==> images/final_congestion.png <==
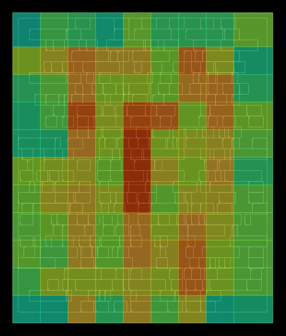
==> images/pdn.png <==
Drawn at 4 px/um. Pins as bars on the die edge.
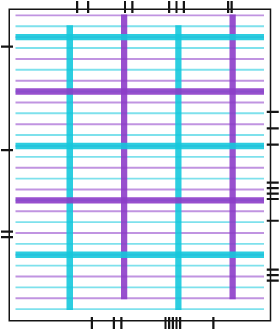
==> images/clock_map.png <==
Drawn at 8 px/um.
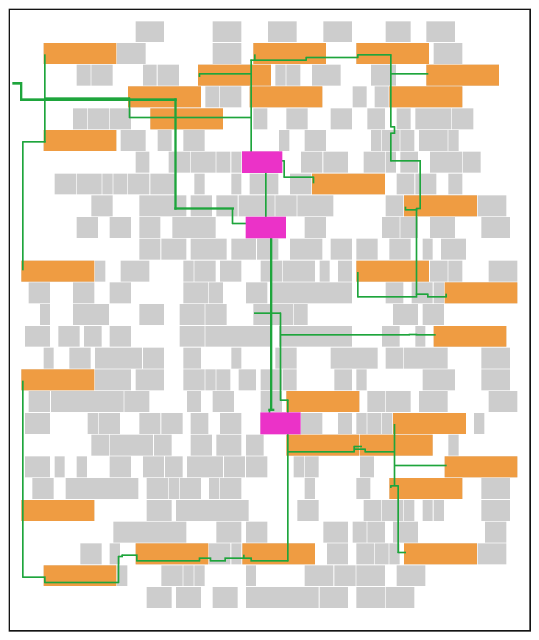
==> images/cell_classes.png <==
Drawn at 6 px/um. Fill, decap, tap and diode cells in grey.
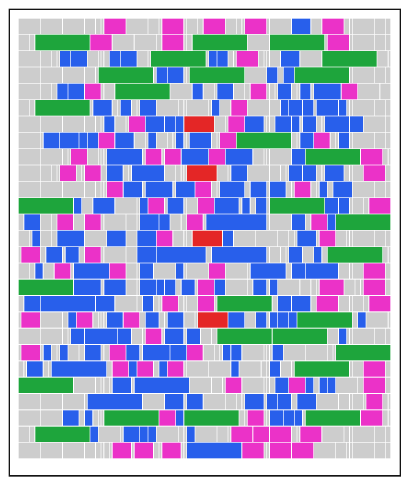
==> images/registers.png <==
Drawn at 6 px/um. Other sequential cells in the stronger grey, the rest of the logic in the fainter grey.
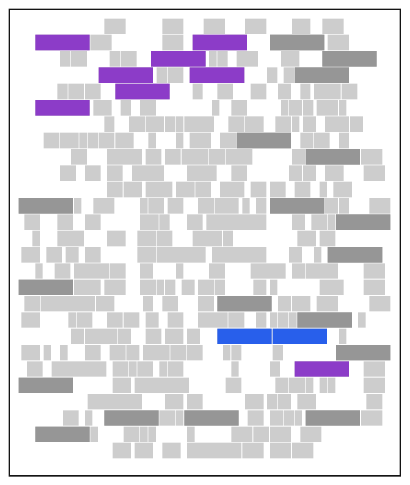
<file path="config.mk">
export PLATFORM = sky130hd
export DESIGN_NAME = delta_decoder_flat
export DESIGN_NICKNAME = d
export VERILOG_FILES = /design/src/rtl/delta_decoder_pkg.sv /design/src/rtl/delta_decoder_if.sv /design/src/rtl/delta_decoder_sat_counter.sv /design/src/rtl/delta_decoder.sv /design/src/flat_wrapper.sv
export SDC_FILE = /design/constraint.sdc
export NUM_CORES = 1
export LEC_CHECK = 0
export CORE_ASPECT_RATIO = 1.2
export CORE_MARGIN = 1
export CORE_UTILIZATION = 40
export CTS_CLUSTER_SIZE = 30
export DETAILED_ROUTE_END_ITERATION = 7
export MAX_ROUTING_LAYER = met4
export PLACE_DENSITY_LB_ADDON = 0.08
export SYNTH_ARGS = -nofsm -noshare
export SYNTH_HDL_FRONTEND = slang
export SYNTH_SLANG_ARGS = --single-unit
</file>
<file path="constraint.sdc">
create_clock -name clk_i -period 2.6 [get_ports clk_i]
set_clock_uncertainty 0.05 [all_clocks]
set_input_delay 0.39 -clock clk_i [delete_from_list [all_inputs] [get_ports clk_i]]
set_output_delay 0.39 -clock clk_i [all_outputs]
set_load 0.005 [all_outputs]
</file>
<file path="src/rtl/delta_decoder_pkg.sv">
`default_nettype none
// +----------------------------------------------------------------------------+
// | delta_decoder_pkg                                                          |
// | Shared types and the shortest-path decode used by delta_decoder.           |
// | Revision: 1.0                                                              |
// +----------------------------------------------------------------------------+
package delta_decoder_pkg;

   localparam int unsigned c_MAX_WIDTH = 32;

   typedef enum logic [1:0] {
      NOREF = 2'd0,
      ARMED = 2'd1,
      FULL  = 2'd2
   } state_e;

   typedef struct packed {
      logic                   down;
      logic [c_MAX_WIDTH-1:0] delta;
      logic                   err;
   } decode_t;

   // Operands are zero-extended to c_MAX_WIDTH; width selects the modulus.
   function automatic decode_t decode(
      input logic [c_MAX_WIDTH-1:0] sample,
      input logic [c_MAX_WIDTH-1:0] ref_s,
      input int unsigned            width     = 8,
      input logic [c_MAX_WIDTH-1:0] max_delta = 127
   );
      logic [c_MAX_WIDTH-1:0] mask;
      logic [c_MAX_WIDTH-1:0] diff;
      decode_t                d;
      mask    = '1;
      mask    = mask >> (c_MAX_WIDTH - width);
      diff    = (sample - ref_s) & mask;
      d.down  = |(diff & (mask ^ (mask >> 1)));
      d.delta = d.down ? ((-diff) & mask) : diff;
      d.err   = (d.delta > max_delta);
      return d;
   endfunction

endpackage
`default_nettype wire

</file>
<file path="src/rtl/delta_decoder_if.sv">
`default_nettype none
// +----------------------------------------------------------------------------+
// | delta_decoder_if                                                           |
// | Sample input stream and decoded beat output stream of delta_decoder.       |
// | Revision: 1.0                                                              |
// +----------------------------------------------------------------------------+
interface delta_decoder_if #(
   parameter int unsigned WIDTH     = 8,
   parameter int unsigned ERR_CNT_W = 8
);
   logic                 clear_i;
   logic                 valid_i;
   logic                 ready_o;
   logic [WIDTH-1:0]     sample_i;
   logic                 valid_o;
   logic                 ready_i;
   logic                 down_o;
   logic [WIDTH-1:0]     delta_o;
   logic                 err_o;
   logic [ERR_CNT_W-1:0] err_cnt_o;

   modport slave (
      input  clear_i, valid_i, sample_i, ready_i,
      output ready_o, valid_o, down_o, delta_o, err_o, err_cnt_o
   );

   modport master (
      output clear_i, valid_i, sample_i, ready_i,
      input  ready_o, valid_o, down_o, delta_o, err_o, err_cnt_o
   );
endinterface
`default_nettype wire

</file>
<file path="src/rtl/delta_decoder_sat_counter.sv">
`default_nettype none
// +----------------------------------------------------------------------------+
// | sat_counter                                                                |
// | Up counter that sticks at its all-ones value; synchronous clear.           |
// | Revision: 1.0                                                              |
// +----------------------------------------------------------------------------+
module sat_counter #(
   parameter int unsigned WIDTH = 8
) (
   input  logic             clk_i,
   input  logic             rst_ni,
   input  logic             clr,
   input  logic             inc,
   output logic [WIDTH-1:0] count_o
);
   localparam logic [WIDTH-1:0] c_MAX = '1;

   logic [WIDTH-1:0] r_count;

   always_ff @(posedge clk_i or negedge rst_ni) begin
      if (!rst_ni) begin
         r_count <= '0;
      end else if (clr) begin
         r_count <= '0;
      end else if (inc && (r_count != c_MAX)) begin
         r_count <= r_count + 1'b1;
      end
   end

   assign count_o = r_count;
endmodule
`default_nettype wire

</file>
<file path="src/rtl/delta_decoder.sv">
`default_nettype none
// +----------------------------------------------------------------------------+
// | delta_decoder                                                              |
// | Recovers (down, delta) from successive samples of an up/down counter.      |
// | Revision: 1.0                                                              |
// +----------------------------------------------------------------------------+
module delta_decoder
   import delta_decoder_pkg::*;
#(
   parameter int unsigned WIDTH     = 8,
   parameter int unsigned MAX_DELTA = 2**(WIDTH-1)-1,
   parameter int unsigned ERR_CNT_W = 8
) (
   input  logic             clk_i,
   input  logic             rst_ni,
   delta_decoder_if.slave   bus
);
   localparam logic [1:0] c_ST_NOREF = 2'(NOREF);
   localparam logic [1:0] c_ST_ARMED = 2'(ARMED);
   localparam logic [1:0] c_ST_FULL  = 2'(FULL);

   logic [1:0]             r_state;
   logic [WIDTH-1:0]       r_ref;
   logic                   r_down;
   logic [WIDTH-1:0]       r_delta;
   logic                   r_err;

   logic                   w_ready;
   logic                   w_accept;
   logic                   w_load;
   logic [c_MAX_WIDTH-1:0] w_sample_ext;
   logic [c_MAX_WIDTH-1:0] w_ref_ext;
   decode_t                w_dec;

   // ready depends only on clear/ready_i and state, never on valid_i
   assign w_ready  = !bus.clear_i && ((r_state != c_ST_FULL) || bus.ready_i);
   assign w_accept = bus.valid_i && w_ready;
   assign w_load   = w_accept && (r_state != c_ST_NOREF);

   assign w_sample_ext = c_MAX_WIDTH'(bus.sample_i);
   assign w_ref_ext    = c_MAX_WIDTH'(r_ref);
   assign w_dec        = decode(w_sample_ext, w_ref_ext, WIDTH, MAX_DELTA);

   generate
      if (WIDTH < c_MAX_WIDTH) begin : g_unused_hi
         logic w_unused_delta_hi;
         assign w_unused_delta_hi = ^w_dec.delta[c_MAX_WIDTH-1:WIDTH];
      end
   endgenerate

   always_ff @(posedge clk_i or negedge rst_ni) begin
      if (!rst_ni) begin
         r_state <= c_ST_NOREF;
         r_ref   <= '0;
         r_down  <= 1'b0;
         r_delta <= '0;
         r_err   <= 1'b0;
      end else if (bus.clear_i) begin
         r_state <= c_ST_NOREF;
         r_ref   <= '0;
         r_down  <= 1'b0;
         r_delta <= '0;
         r_err   <= 1'b0;
      end else if (w_accept) begin
         r_ref <= bus.sample_i;
         if (r_state == c_ST_NOREF) begin
            r_state <= c_ST_ARMED;
         end else begin
            r_state <= c_ST_FULL;
            r_down  <= w_dec.down;
            r_delta <= w_dec.delta[WIDTH-1:0];
            r_err   <= w_dec.err;
         end
      end else if ((r_state == c_ST_FULL) && bus.ready_i) begin
         r_state <= c_ST_ARMED;
      end
   end

   sat_counter #(
      .WIDTH (ERR_CNT_W)
   ) u_err_cnt (
      .clk_i   (clk_i),
      .rst_ni  (rst_ni),
      .clr     (bus.clear_i),
      .inc     (w_load && w_dec.err),
      .count_o (bus.err_cnt_o)
   );

   assign bus.ready_o = w_ready;
   assign bus.valid_o = (r_state == c_ST_FULL);
   assign bus.down_o  = r_down;
   assign bus.delta_o = r_delta;
   assign bus.err_o   = r_err;
endmodule
`default_nettype wire

</file>
<file path="src/flat_wrapper.sv">
// flat-port wrapper written by rule: the top's interface ports become plain ports
module delta_decoder_flat import delta_decoder_pkg::*;
#(
   parameter int unsigned WIDTH     = 8,
   parameter int unsigned MAX_DELTA = 2**(WIDTH-1)-1,
   parameter int unsigned ERR_CNT_W = 8
)
  (clk_i, rst_ni, bus_clear_i, bus_valid_i, bus_sample_i, bus_ready_i, bus_ready_o, bus_valid_o, bus_down_o, bus_delta_o, bus_err_o, bus_err_cnt_o);
  delta_decoder_if #(.WIDTH(WIDTH), .ERR_CNT_W(ERR_CNT_W)) bus_i ();
  input  logic clk_i;
  input  logic rst_ni;
  input wire logic [$bits(bus_i.clear_i)-1:0] bus_clear_i;
  input wire logic [$bits(bus_i.valid_i)-1:0] bus_valid_i;
  input wire logic [$bits(bus_i.sample_i)-1:0] bus_sample_i;
  input wire logic [$bits(bus_i.ready_i)-1:0] bus_ready_i;
  output wire logic [$bits(bus_i.ready_o)-1:0] bus_ready_o;
  output wire logic [$bits(bus_i.valid_o)-1:0] bus_valid_o;
  output wire logic [$bits(bus_i.down_o)-1:0] bus_down_o;
  output wire logic [$bits(bus_i.delta_o)-1:0] bus_delta_o;
  output wire logic [$bits(bus_i.err_o)-1:0] bus_err_o;
  output wire logic [$bits(bus_i.err_cnt_o)-1:0] bus_err_cnt_o;
  assign bus_i.clear_i = bus_clear_i;
  assign bus_i.valid_i = bus_valid_i;
  assign bus_i.sample_i = bus_sample_i;
  assign bus_i.ready_i = bus_ready_i;
  assign bus_ready_o = bus_i.ready_o;
  assign bus_valid_o = bus_i.valid_o;
  assign bus_down_o = bus_i.down_o;
  assign bus_delta_o = bus_i.delta_o;
  assign bus_err_o = bus_i.err_o;
  assign bus_err_cnt_o = bus_i.err_cnt_o;
  delta_decoder #(.WIDTH(WIDTH), .MAX_DELTA(MAX_DELTA), .ERR_CNT_W(ERR_CNT_W)) u_core (.clk_i(clk_i), .rst_ni(rst_ni), .bus(bus_i));
endmodule
</file>
==> GITHUB_STEP_SUMMARY <==
### Metrics collected by this job

| Metric | Value |
|---|---|
| WP data required | `2.72 ns` |
| Longest Clk Path Bufs | `2` |
| Final setup viols | `4` |
| Gate power share | `39.5%` |
| Yosys cell count | `208` |
| Detailed placer's ending HPWL | `3.50 mm` |
| Port buffer count | `32` |
| Maxcap violations | `0` |
| Post-Syn Area | `1900 um^2` |
| CTS resizes | `18` |
| Number of fill cells in the layout | `419` |
| Routed wire length | `4.74 mm` |
| Final Max Slew Viols | `0` |
| Psw | `390 uW` |
| Cell with the most instances after synthesis | `dfrtp_1` |
| Status | `finished with violations` |
| Leakage | `1.20 nW` |
| Initial DRC count | `67` |
| Int Power | `844 uW` |
| Final hold violations | `0` |
| Most used logic cell in the final layout | `buf_4` |
| Via density | `5.45` |
| Top cell area share | `36.9%` |
| Grt total ovfl | `0` |
| Worst r2r dst | `u_core.u_err_cnt.count_o[2]$_DFFE_PN0P_` |
| Top FF cell, synth | `dfrtp_1` |
| Seq pwr share | `37.7%` |
| Sequential power | `466 uW` |
| Syn Inst Count | `208` |
| Pin count of the biggest net entering global routing | `32` |
| DR vias | `1,859` |
| DP Area | `2620 um^2` |
| Worst slew pin tran | `0.535 ns` |
| Biggest area cells | `dfrtp_1 37%, ha_1 5.9%, a21oi_1 3.7%, o21ai_0 3.7%, o31ai_1 3.6%` |
| Max IR drop VDD | `0.208 mV` |
| Proportion of layout cells with a drive suffix above 1 | `30.7%` |
| CTS H-tree lvls | `1` |
| Latest clock arrival within the worst-skew pair | `0.28 ns` |
| Die Wd | `64.9 um` |
| XOR/XNOR Fraction of Synth Area | `3.23%` |
| Synth top cells by count | `28 x dfrtp_1, 16 x nand2_1, 14 x a21oi_1, 14 x o21ai_0, 13 x nor2_1` |
| Final worst slack | `-0.0415 ns` |
| CTS root buf | `clkbuf_8` |
| Final net count | `307` |
| Power, Total | `1.23 mW` |
| M1 wire length | `2.21 mm` |
| Avg WL per Cell | `13.9 um` |
| Initial antenna violation count | `0` |
| Vias in the first global route | `1,813` |
| PD cells | `440 nW/um^2` |
| Yosys chip area | `1900 um^2` |
| Setup bufs post-CTS | `4` |
| Largest power group | `combinational logic` |
| Synthesized registers | `28` |
| Tool warnings | `29` |
| Final Cycle Share | `102%` |
| Cell type with the largest total area | `dfrtp_1` |
| Setup crit start | `u_core.r_ref[0]$_DFFE_PN0P_` |
| Synth cell types | `54` |
| Area delta synth->final | `47.5%` |
| Net Count, Synth | `231` |
| CP startpoint kind | `flip-flop` |
| Max Clk Rate | `0.379 GHz` |
| Chip area | `5030 um^2` |
| Pre-antenna DRT Iters | `4` |
| Failing checks | `negative setup slack` |
| TritonCTS Sinks | `28` |
| Routed wl met2 | `2.36 mm` |
| R2R depth | `11` |
| Final cell count without fillers | `341` |
About final_congestion.png:
final core utilization: 61.5%
GR Util met3: 2.35%
gr usage total: 21.1%
Top Usage Layer GRT: met2
GR Layer Usage met1: 26.3%

About pdn.png:
| colour | net |
|---|---|
| purple | VDD |
| cyan | VSS |
met5 straps: 5
rows: 27
signal pins: 33
met4 straps: 4

About clock_map.png:
[orange] flip-flops | count: 28
[magenta] cells driving clock nets | count: 3
[green] clock wires | length: 407 um
flops lie: all over the die
routed clock nets: 4

About cell_classes.png:
| colour | class | cells | share of their area |
|---|---|---|---|
| blue | all other logic | 172 | 48% |
| green | flip-flops | 28 | 26% |
| magenta | other buffers and delay cells | 79 | 24% |
| red | clock drivers and dummy loads | 4 | 2.0% |

About registers.png:
| colour | signal | placed flops |
|---|---|---|
| purple | u_core.bus.delta_o | 8 |
| blue | u_core.r_state | 2 |
not coloured: 18

## routing by layer
metal / global-route usage, % / vias to the layer above
met5: - / -
met3: 2.35 / 6
li1: - / 915
met2: 35.9 / 29
met4: 5.11 / 0
met1: 26.3 / 909
## registers in the layout, summed over array words and instances, names as in the netlist
register / cells
u_core.bus.down_o: 1
u_core.r_state: 2
u_core.bus.err_o: 1
u_core.r_ref: 8
u_core.bus.delta_o: 8
u_core.u_err_cnt.count_o: 8
## cells by family (layout without fill, tap and decap cells)
family / Yosys count / in the layout
flip-flops: 28 / 28
AND/OR/NAND/NOR: 82 / 82
adder cells (fa/ha/maj): 10 / 10
AND-OR/OR-AND: 57 / 57
multiplexers: 3 / 3
buffers and inverters: 21 / 96
XOR/XNOR: 7 / 7
## cell type report
type / instances / area (um^2) / share of cell area, %
clock buffers: 4 / 55.1 / 1.96
multi-input cells: 159 / 1250 / 44.5
flip-flops and latches: 28 / 701 / 25.0
repair buffers: 79 / 667 / 23.8
inverters: 13 / 61.3 / 2.19
well taps: 58 / 72.6 / 2.59
## metrics by stage
step                TNS [ns]  setup slack, ns  hold WS (ns)
floorplan             -0.167          -0.0658        0.0444
global placement       -8.23           -0.742         0.410
detailed placement     -8.64           -0.791         0.417
CTS                  -0.0906          -0.0347         0.443
global route           -1.09           -0.210         0.463
finish                -0.122          -0.0415         0.433
## critical path, stage by stage, from the launching register on
cell,delay [ns]
dfrtp_1,0.41
ha_4,0.16
inv_2,0.03
fa_2,0.35
a211o_1,0.29
a21oi_2,0.17
o221ai_2,0.13
buf_4,0.16
a2111oi_4,0.21
buf_4,0.20
nand3_1,0.08
mux2_2,0.28
Power is estimated from default activity; no workload was simulated.
